**src/rtl/output_arbiter_if.sv**
```systemverilog
// Handshake bundle between the D0/D1 source FIFOs, the output arbiter and the downstream sink.
// The arbiter connects through the master modport; the FIFO/sink side uses slave.
interface output_arbiter_if #(
    parameter int DATA_W = 6
);
    logic [DATA_W-1:0] data_in_0;
    logic [DATA_W-1:0] data_in_1;
    logic              empty_0;
    logic              empty_1;
    logic              pop_0;
    logic              pop_1;
    logic              almost_full_in;
    logic [DATA_W-1:0] data_out;
    logic              valid_out;

    modport master (
        input  data_in_0,
        input  data_in_1,
        input  empty_0,
        input  empty_1,
        input  almost_full_in,
        output pop_0,
        output pop_1,
        output data_out,
        output valid_out
    );

    modport slave (
        output data_in_0,
        output data_in_1,
        output empty_0,
        output empty_1,
        output almost_full_in,
        input  pop_0,
        input  pop_1,
        input  data_out,
        input  valid_out
    );
endinterface

```
**src/rtl/output_arbiter.sv**
```systemverilog
// Weighted round-robin arbiter draining two FIFOs into one output with a two-stage delivery pipe.
// Define ARB_COUNTERS_EN to add the saturating per-class delivered-word counters count_0/count_1.
module output_arbiter #(
    parameter int DATA_W = 6,
    parameter int CNT_W  = 8
) (
    input  logic             clk,
    input  logic             reset,
    input  logic             init,
    input  logic [3:0]       weight,
    output_arbiter_if.master bus,
    output logic             idle_out,
    output logic             active_out,
    output logic             error_out
`ifdef ARB_COUNTERS_EN
    ,
    output logic [CNT_W-1:0] count_0,
    output logic [CNT_W-1:0] count_1
`endif
);

    typedef enum logic [4:0] {
        S_RESET  = 5'b00001,
        S_INIT   = 5'b00010,
        S_IDLE   = 5'b00100,
        S_ACTIVE = 5'b01000,
        S_ERROR  = 5'b10000
    } state_t;

    if (CNT_W < 1 || CNT_W > 32) begin : gBadCntW
        $error("output_arbiter: CNT_W must be in 1..32");
    end

    state_t            state_q, state_d;
    logic [3:0]        weight_q, weight_d;
    logic [3:0]        runCnt_q, runCnt_d;
    logic              inflightValid_q, inflightValid_d;
    logic              inflightSel_q, inflightSel_d;
    logic              validOut_q, validOut_d;
    logic [DATA_W-1:0] dataOut_q, dataOut_d;
    logic              canPop;
    logic              grant0;
    logic              grant1;

    always_comb begin
        state_d  = state_q;
        weight_d = weight_q;
        if (init && state_q != S_ERROR) begin
            state_d  = S_INIT;
            weight_d = weight;
        end else begin
            unique case (state_q)
                S_RESET:  state_d = S_INIT;
                S_INIT:   state_d = (weight_q == 4'd0) ? S_ERROR : S_IDLE;
                S_IDLE:   if (!bus.empty_0 || !bus.empty_1) state_d = S_ACTIVE;
                S_ACTIVE: if (bus.empty_0 && bus.empty_1) state_d = S_IDLE;
                S_ERROR:  state_d = S_ERROR;
                default:  state_d = S_RESET;
            endcase
        end
    end

    // A pending init blocks new grants; the run counter tracks D0 grants since D1 last won.
    always_comb begin
        canPop   = (state_q == S_ACTIVE) && !bus.almost_full_in && !init;
        grant0   = 1'b0;
        grant1   = 1'b0;
        runCnt_d = runCnt_q;
        if (canPop) begin
            if (!bus.empty_0 && !bus.empty_1) begin
                if (runCnt_q < weight_q) grant0 = 1'b1;
                else                     grant1 = 1'b1;
            end else if (!bus.empty_0) begin
                grant0 = 1'b1;
            end else if (!bus.empty_1) begin
                grant1 = 1'b1;
            end
        end
        if (grant1 || bus.empty_1) runCnt_d = 4'd0;
        else if (grant0)           runCnt_d = runCnt_q + 4'd1;
    end

    // The FIFO presents popped data one edge after the pop, so the selection rides one stage first.
    always_comb begin
        inflightValid_d = grant0 || grant1;
        inflightSel_d   = grant1;
        validOut_d      = inflightValid_q;
        dataOut_d       = dataOut_q;
        if (inflightValid_q) dataOut_d = inflightSel_q ? bus.data_in_1 : bus.data_in_0;
    end

    always_ff @(posedge clk or negedge reset) begin
        if (!reset) begin
            state_q         <= S_RESET;
            weight_q        <= 4'd0;
            runCnt_q        <= 4'd0;
            inflightValid_q <= 1'b0;
            inflightSel_q   <= 1'b0;
            validOut_q      <= 1'b0;
            dataOut_q       <= '0;
        end else begin
            state_q         <= state_d;
            weight_q        <= weight_d;
            runCnt_q        <= runCnt_d;
            inflightValid_q <= inflightValid_d;
            inflightSel_q   <= inflightSel_d;
            validOut_q      <= validOut_d;
            dataOut_q       <= dataOut_d;
        end
    end

    assign bus.pop_0     = grant0;
    assign bus.pop_1     = grant1;
    assign bus.valid_out = validOut_q;
    assign bus.data_out  = dataOut_q;
    assign idle_out      = (state_q == S_IDLE);
    assign active_out    = (state_q == S_ACTIVE);
    assign error_out     = (state_q == S_ERROR);

`ifdef ARB_COUNTERS_EN
    localparam logic [CNT_W-1:0] CNT_ONE = CNT_W'(1);
    localparam logic [CNT_W-1:0] CNT_MAX = {CNT_W{1'b1}};

    logic [CNT_W-1:0] count0_q, count0_d;
    logic [CNT_W-1:0] count1_q, count1_d;

    // Counters advance in step with valid_out so a count is visible with its word.
    always_comb begin
        count0_d = count0_q;
        count1_d = count1_q;
        if (init) begin
            count0_d = '0;
            count1_d = '0;
        end else if (inflightValid_q) begin
            if (!inflightSel_q && count0_q != CNT_MAX) count0_d = count0_q + CNT_ONE;
            if (inflightSel_q && count1_q != CNT_MAX)  count1_d = count1_q + CNT_ONE;
        end
    end

    always_ff @(posedge clk or negedge reset) begin
        if (!reset) begin
            count0_q <= '0;
            count1_q <= '0;
        end else begin
            count0_q <= count0_d;
            count1_q <= count1_d;
        end
    end

    assign count_0 = count0_q;
    assign count_1 = count1_q;
`endif

endmodule

```
**src/flat_wrapper.sv**
```systemverilog
// flat-port wrapper written by rule: the top's interface ports become plain ports
module output_arbiter_flat 
#(
    parameter int DATA_W = 6,
    parameter int CNT_W  = 8
)
  (clk, reset, init, weight, idle_out, active_out, error_out, bus_data_in_0, bus_data_in_1, bus_empty_0, bus_empty_1, bus_almost_full_in, bus_pop_0, bus_pop_1, bus_data_out, bus_valid_out);
  output_arbiter_if #(.DATA_W(DATA_W)) bus_i ();
  input  logic clk;
  input  logic reset;
  input  logic init;
  input  logic [3:0] weight;
  output logic idle_out;
  output logic active_out;
  output logic error_out;
  input wire logic [$bits(bus_i.data_in_0)-1:0] bus_data_in_0;
  input wire logic [$bits(bus_i.data_in_1)-1:0] bus_data_in_1;
  input wire logic [$bits(bus_i.empty_0)-1:0] bus_empty_0;
  input wire logic [$bits(bus_i.empty_1)-1:0] bus_empty_1;
  input wire logic [$bits(bus_i.almost_full_in)-1:0] bus_almost_full_in;
  output wire logic [$bits(bus_i.pop_0)-1:0] bus_pop_0;
  output wire logic [$bits(bus_i.pop_1)-1:0] bus_pop_1;
  output wire logic [$bits(bus_i.data_out)-1:0] bus_data_out;
  output wire logic [$bits(bus_i.valid_out)-1:0] bus_valid_out;
  assign bus_i.data_in_0 = bus_data_in_0;
  assign bus_i.data_in_1 = bus_data_in_1;
  assign bus_i.empty_0 = bus_empty_0;
  assign bus_i.empty_1 = bus_empty_1;
  assign bus_i.almost_full_in = bus_almost_full_in;
  assign bus_pop_0 = bus_i.pop_0;
  assign bus_pop_1 = bus_i.pop_1;
  assign bus_data_out = bus_i.data_out;
  assign bus_valid_out = bus_i.valid_out;
  output_arbiter #(.DATA_W(DATA_W), .CNT_W(CNT_W)) u_core (.clk(clk), .reset(reset), .init(init), .weight(weight), .bus(bus_i), .idle_out(idle_out), .active_out(active_out), .error_out(error_out));
endmodule
```
**config.mk**
```make
export PLATFORM = sky130hd
export DESIGN_NAME = output_arbiter_flat
export DESIGN_NICKNAME = d
export VERILOG_FILES = /design/src/rtl/output_arbiter_if.sv /design/src/rtl/output_arbiter.sv /design/src/flat_wrapper.sv
export SDC_FILE = /design/constraint.sdc
export NUM_CORES = 1
export LEC_CHECK = 0
export ABC_AREA = 1
export CAP_MARGIN = 20
export CORE_ASPECT_RATIO = 1.75
export CORE_MARGIN = 3
export CORE_UTILIZATION = 42
export DETAILED_ROUTE_END_ITERATION = 7
export MAX_ROUTING_LAYER = met4
export PLACE_DENSITY = 0.84
export SYNTH_ARGS = -nofsm -noshare
export SYNTH_HDL_FRONTEND = slang
export SYNTH_SLANG_ARGS = --single-unit
```
**constraint.sdc**
```tcl
create_clock -name clk -period 1.3 [get_ports clk]
set_input_delay 0.13 -clock clk [delete_from_list [all_inputs] [get_ports clk]]
set_output_delay 0.13 -clock clk [all_outputs]
set_load 0.01 [all_outputs]
```
Run 1, floorplan with the power grid:
Bar = 10 um. Pins as bars on the die edge.
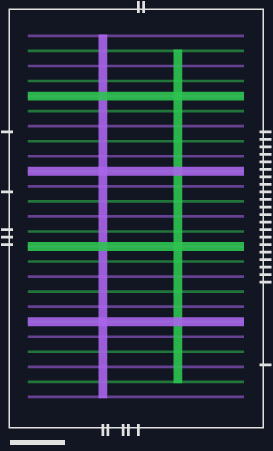
VSS: drawn in purple. VDD: drawn in green.
25 met1 rails follow the rows. 4 straps on met5. The core has 24 rows. 34 signal pins sit on the boundary.
die height: 75.4 um
Max VDD drop: 0.000693 V
Die Width: 45.7 um
core box area: 2550 sq um

Run 1, cells colored by class:
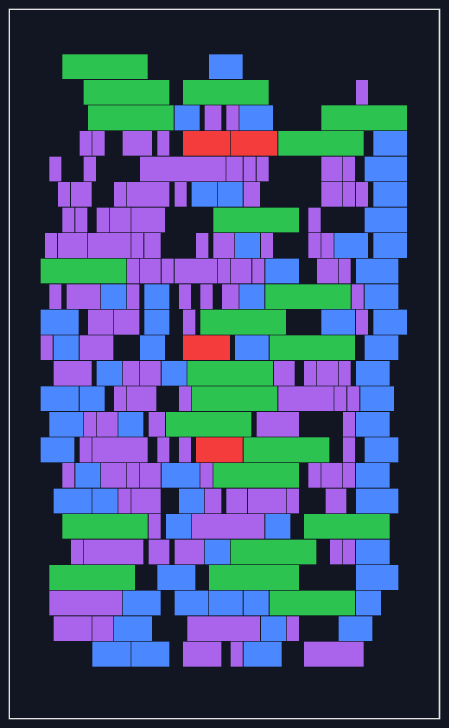
flip-flops: drawn in green, cells 22, share of their area 29%. clock drivers and dummy loads: drawn in red, cells 4, share of their area 2.9%. all other logic: drawn in purple, cells 116, share of their area 38%. other buffers and delay cells: drawn in blue, cells 61, share of their area 30%.

Run 1, clock network drawn from the DEF:
Bar = 10 um.
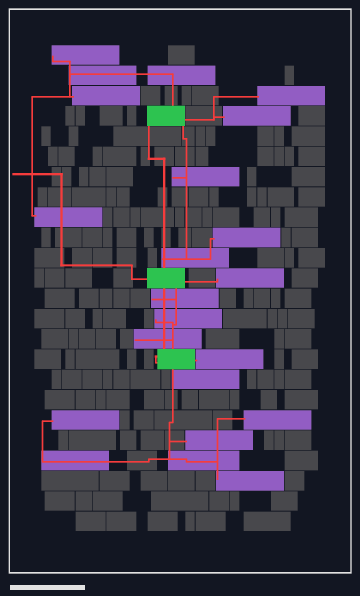
flip-flops: drawn in purple, count 22. cells driving clock nets: drawn in green, count 3. clock wires: drawn in red, length 257 um.
There are 4 routed clock nets.
Clk pwr share: 28.8%
clk pwr: 482 uW
clk_skew: 1.11 ps

==> flow_metrics.py, run 1 <==
# Generated from Yosys and OpenROAD reports
metrics = {
    "pwr": {
        "sw_frac_of_total_pct": 27.2,
        "combPwrFrac_pct": 25.9,
        "powerDensity_nw_per_um2": 856,
        "power.leakage_nw": 0.921,
    },
    "place": {
        "port_buffers": 33,
        "dp.cells": 219,
        "hpwl_um": 2310,
    },
    "logic_synthesis": {
        "ys_cells": 139,
        "synth-main-ff-cell": "dfrtp_1",
        "top_area_share_pct": 45.5,
        "top_cell": "nand2_1",
        "synth_cells": 139,
        "ys_area_sq_um": 1160,
    },
    "clocking": {
        "post-cts-setup-buffers": 5,
        "h-tree-depth": 1,
        "ctsHoldBuffers": 0,
        "cts_tree": "yes",
    },
    "route": {
        "ant_nets": 0,
    },
    "final_timing": {
        "setup_viol": 13,
        "setup_ws_ps": -330,
    },
    "outcome": {
        "violations": "negative setup slack",
        "status": "finished, violations left",
    },
    "critical_path": {
        "end_kind": "output pin",
        "path_max_fanout": 2,
        "rr_startpoint": "u_core.runCnt_q[3]$_DFFE_PN0P_",
    },
    "min_path": {
        "hp-class": "in -> async",
    },
    "global_routing": {
        "grt_overflow": 0,
    },
    "flow_run": {
        "maxCapViolations": 0,
    },
    "layout": {
        "instances_no_fill": 229,
        "syn2layout_area_growth_pct": 69.0,
    },
}
## run 1: state kept, by name, indices dropped and copies added, names as in the netlist
| signal | cells |
|---|---|
| u_core.runCnt_q | 4 |
| u_core.bus.data_out | 6 |
| u_core.inflightSel_q | 1 |
| u_core.bus.valid_out | 1 |
| u_core.state_q | 5 |
| u_core.weight_q | 4 |
| u_core.inflightValid_q | 1 |
## run 1: routing by layer
metal  GRT usage (%)  up-vias  part of all wire [%]  wire length (um)
li1                -      577                     -                 -
met1            23.0      555                    37              1310
met2            39.7       47                    53              1850
met3            3.07       13                   6.3               221
met4            8.47        0                   3.6               125
met5               -        -                     0                 0
## run 1: cells by family (layout without fill, tap and decap cells)
kind of cell    after synthesis  in the layout  share of synthesized area (%)
compound gates               19             19                           10.4
fa+ha+maj                     4              4                           4.33
buf+inv                      24             88                           7.79
flops                        22             22                           47.7
simple gates                 70             70                           29.8
## run 1: through the flow
step / hold WS (ps) / setup TNS (ps) / setup WS [ps] / cell area (sq um)
3_5_place_dp: 508 / -3020 / -553 / 1680
4_1_cts: 219 / -1670 / -333 / 1840
5_1_grt: 230 / -3100 / -421 / 1950
2_1_floorplan: -166 / -67.5 / -23.2 / 1160
6_report: 212 / -1930 / -330 / 1950
3_3_place_gp: 502 / -2250 / -495 / 1680
## run 1: layout by cell type, fill, tap and decap left out, types with 2 or more instances in the layout
master / n
dlymetal6s2s_1: 5
nor2_2: 2
nand3_2: 3
buf_6: 10
nand3b_1: 2
clkbuf_8: 4
inv_4: 2
buf_4: 23
ha_1: 3
a31oi_1: 6
nand4_1: 3
nand3_4: 2
nor2_4: 3
inv_1: 12
o21ai_2: 2
nor2_1: 13
clkdlybuf4s50_1: 23
nand2_2: 4
nand2_1: 29
dfrtp_1: 21
o21ai_1: 5
a21oi_2: 2
inv_2: 9
nand3_1: 3
## run 1: worst min path at each step
stage / to / slack, ps / depth (start not counted)
3_5_place_dp: u_core.bus.data_out[0]$_DFFE_PN0P_ / 510 / 2
6_report: u_core.bus.data_out[5]$_DFFE_PN0P_ / 210 / 2
2_1_floorplan: u_core.bus.data_out[0]$_DFFE_PN0P_ / -170 / 0
4_1_cts: u_core.bus.data_out[0]$_DFFE_PN0P_ / 220 / 2
5_1_grt: u_core.bus.data_out[0]$_DFFE_PN0P_ / 230 / 2
3_3_place_gp: u_core.state_q[4]$_DFFE_PN0P_ / 500 / 2
## run 1: layout make-up
cell class                 instances  area (sq um)
clock buffer                       4          55.1
fill                             169           598
tap                               26          32.5
timing repair buffer              61           578
inverter                          23          91.3
sequential                        22           552
multi-input combinational         93           646
## run 1: worst max-delay path: stages (launching register included)
cell	delay (ps)
dfrtp_1	420
ha_4	260
a21oi_2	150
nand2_1	90
nand2_2	80
and2_4	150
buf_6	90
## run 1: power by group through the flow
stage                     sequential [mW]  combinational [mW]  clock (mW)
after floorplan                     0.769               0.129           0
after global placement              0.764               0.319           0
after detailed placement            0.765               0.334           0
after CTS                           0.753               0.388       0.496
after global routing                0.761               0.469       0.524
final                               0.757               0.434       0.482
==> run 2, diff against run 1 <==
--- a/config.mk
+++ b/config.mk
@@ -13,6 +13,7 @@
 export DETAILED_ROUTE_END_ITERATION = 7
 export MAX_ROUTING_LAYER = met4
 export PLACE_DENSITY = 0.84
+export SLEW_MARGIN = 15
 export SYNTH_ARGS = -nofsm -noshare
 export SYNTH_HDL_FRONTEND = slang
 export SYNTH_SLANG_ARGS = --single-unit
Run 2, routed metal, one color a layer:
Bar = 10 um.
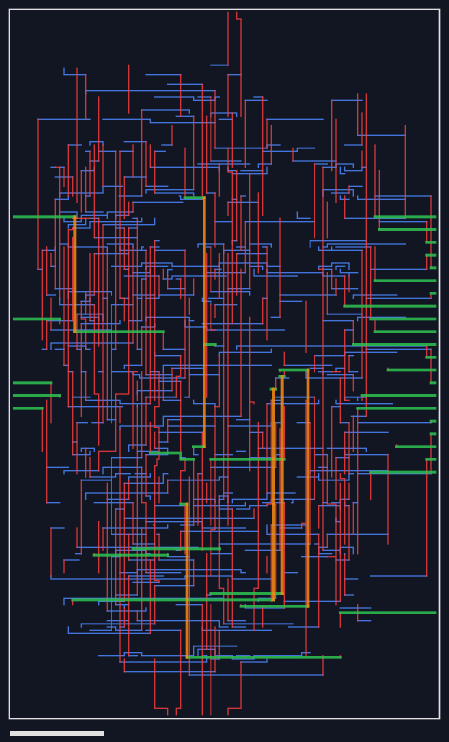
met3: drawn in green, wire length 221 um. met2: drawn in red, wire length 1850 um. met4: drawn in orange, wire length 126 um. met1: drawn in blue, wire length 1310 um.

==> run 2 against run 1 <==
The run still ends with negative setup slack left. Sequential share of layout area is the same. Core utilization is the same. Combinational power is essentially flat. Design area is the same. Clock-buffer cell count is the same. Hold slack is the same. Clock power is essentially flat. Worst setup slack is the same. Total power is the same. Largest power group unchanged. Wire length is the same. Critical path depth is the same. First-iteration DRC count is the same.
==> flow_metrics.py, run 2 <==
# Generated from Yosys and OpenROAD reports
metrics = {
    "outcome": {
        "status": "finished, violations left",
        "violations": "negative setup slack",
    },
    "logic_synthesis": {
        "ys.flops": 22,
        "synth-main-ff-cell": "dfrtp_1",
        "ys_area_sq_um": 1160,
        "ys_cells": 139,
        "synth_cells": 139,
        "syn_avg_cell_area_sq_um": 8.32,
    },
    "global_routing": {
        "use_met1_pct": 23.0,
        "use_met2_pct": 39.7,
        "gr-usage-met3_pct": 3.07,
        "global_route.peak_usage_layer": "met2",
        "grt_overflow": 0,
    },
    "floorplanning": {
        "core-area_sq_um": 2550,
        "die_w_um": 45.7,
        "initCoreUtil_pct": 45.3,
        "die_y_um": 75.4,
    },
    "clocking": {
        "h-tree-depth": 1,
        "cts_tree": "yes",
        "ctsHoldBuffers": 0,
    },
    "final_timing": {
        "setup_ws_ps": -330,
        "hold_ws_ps": 212,
        "worst_pin_slew_ps": 366,
        "fin_skew_ps": 1.11,
        "setup_viol": 13,
    },
    "place": {
        "dpl_worst_slack_ps": -553,
        "port_buffers": 33,
        "place.gp.congestion": 0.820,
        "dp.cells": 219,
    },
    "layout": {
        "lay_top_cells": "29 x nand2_1, 23 x clkdlybuf4s50_1, 23 x buf_4",
        "layout_top_cell": "nand2_1",
        "fillers": 169,
        "instances_no_fill": 229,
        "largest_register_ffs": 6,
    },
    "route": {
        "ant_nets": 0,
    },
    "min_path": {
        "hp-class": "in -> async",
    },
    "pwr": {
        "powerDensity_nw_per_um2": 856,
        "peakVddDrop_v": 0.000693,
        "power.leakage_nw": 0.921,
    },
    "critical_path": {
        "rr_startpoint": "u_core.runCnt_q[3]$_DFFE_PN0P_",
    },
}
run 2: cell counts after synthesis:
Identical to the previous run, type by type.
run 2: worst max-delay path, cell delays in order, from the launching register on:
cell and delay, ps:
dfrtp_1 420, ha_4 260, a21oi_2 150, nand2_1 90, nand2_2 80, and2_4 150, buf_6 90
run 2: path summary, 6_finish.rpt:
kind	end	slack (ps)	depth (start not counted)
worst max-delay path	bus_pop_0	-330	6
min in group clk	u_core.weight_q[2]$_DFFE_PN0P_	420	3
max in group asynchronous	u_core.state_q[0]$_DFFE_PN1P_	820	2
worst min-delay path	u_core.bus.data_out[5]$_DFFE_PN0P_	210	2
worst min register to register	u_core.bus.data_out[1]$_DFFE_PN0P_	530	2
worst max register to register	u_core.runCnt_q[2]$_DFFE_PN0P_	-240	7
run 2: per-stage QoR:
| stage | utilization, % | cell area [sq um] | setup TNS, ps |
|---|---|---|---|
| after floorplan | - | 1160 | -67.5 |
| after global placement | 65.9 | 1680 | -2250 |
| after detailed placement | 65.9 | 1680 | -3020 |
| after CTS | 72.1 | 1840 | -1670 |
| after global routing | 76.6 | 1950 | -3100 |
| final | 76.6 | 1950 | -1930 |
run 2: what timing repair did:
action                                  in CTS  in global routing
endpoints found under the setup margin      13                 22
gates resized                               42                 30
pin swaps                                    7                  7
hold endpoints to repair                     0                  0
setup buffers                                5                  2
run 2: logic make-up after synthesis:
kind of cell	after synthesis	synth area share, %
AOI/OAI and AO/OA	19	10.4
adders and majority gates	4	4.33
DFF	22	47.7
buffers and inverters	24	7.79
and+or+nand+nor	70	29.8
run 2: layout make-up:
type                    count  area (sq um)  share of cell area [%]
flip-flops and latches     22           552                    28.2
inverters                  23          91.3                    4.67
well taps                  26          32.5                    1.66
repair buffers             61           578                    29.6
multi-input cells          93           646                    33.0
clock buffers               4          55.1                    2.82
run 2: layer usage:
| metal | part of all wire [%] | vias up |
|---|---|---|
| li1 | - | 577 |
| met1 | 37 | 555 |
| met2 | 53 | 47 |
| met3 | 6.3 | 13 |
| met4 | 3.6 | 0 |
| met5 | 0 | - |
run 2: where the power goes:
part | switching, mW | leakage (nW) | internal [mW]
Combinational | 0.213 | 0.629 | 0.220
Sequential | 0.0292 | 0.263 | 0.727
Clock | 0.212 | 0.0288 | 0.270
Total | 0.454 | 0.921 | 1.22
No activity file was given, so power comes from the tool's default toggle rates.
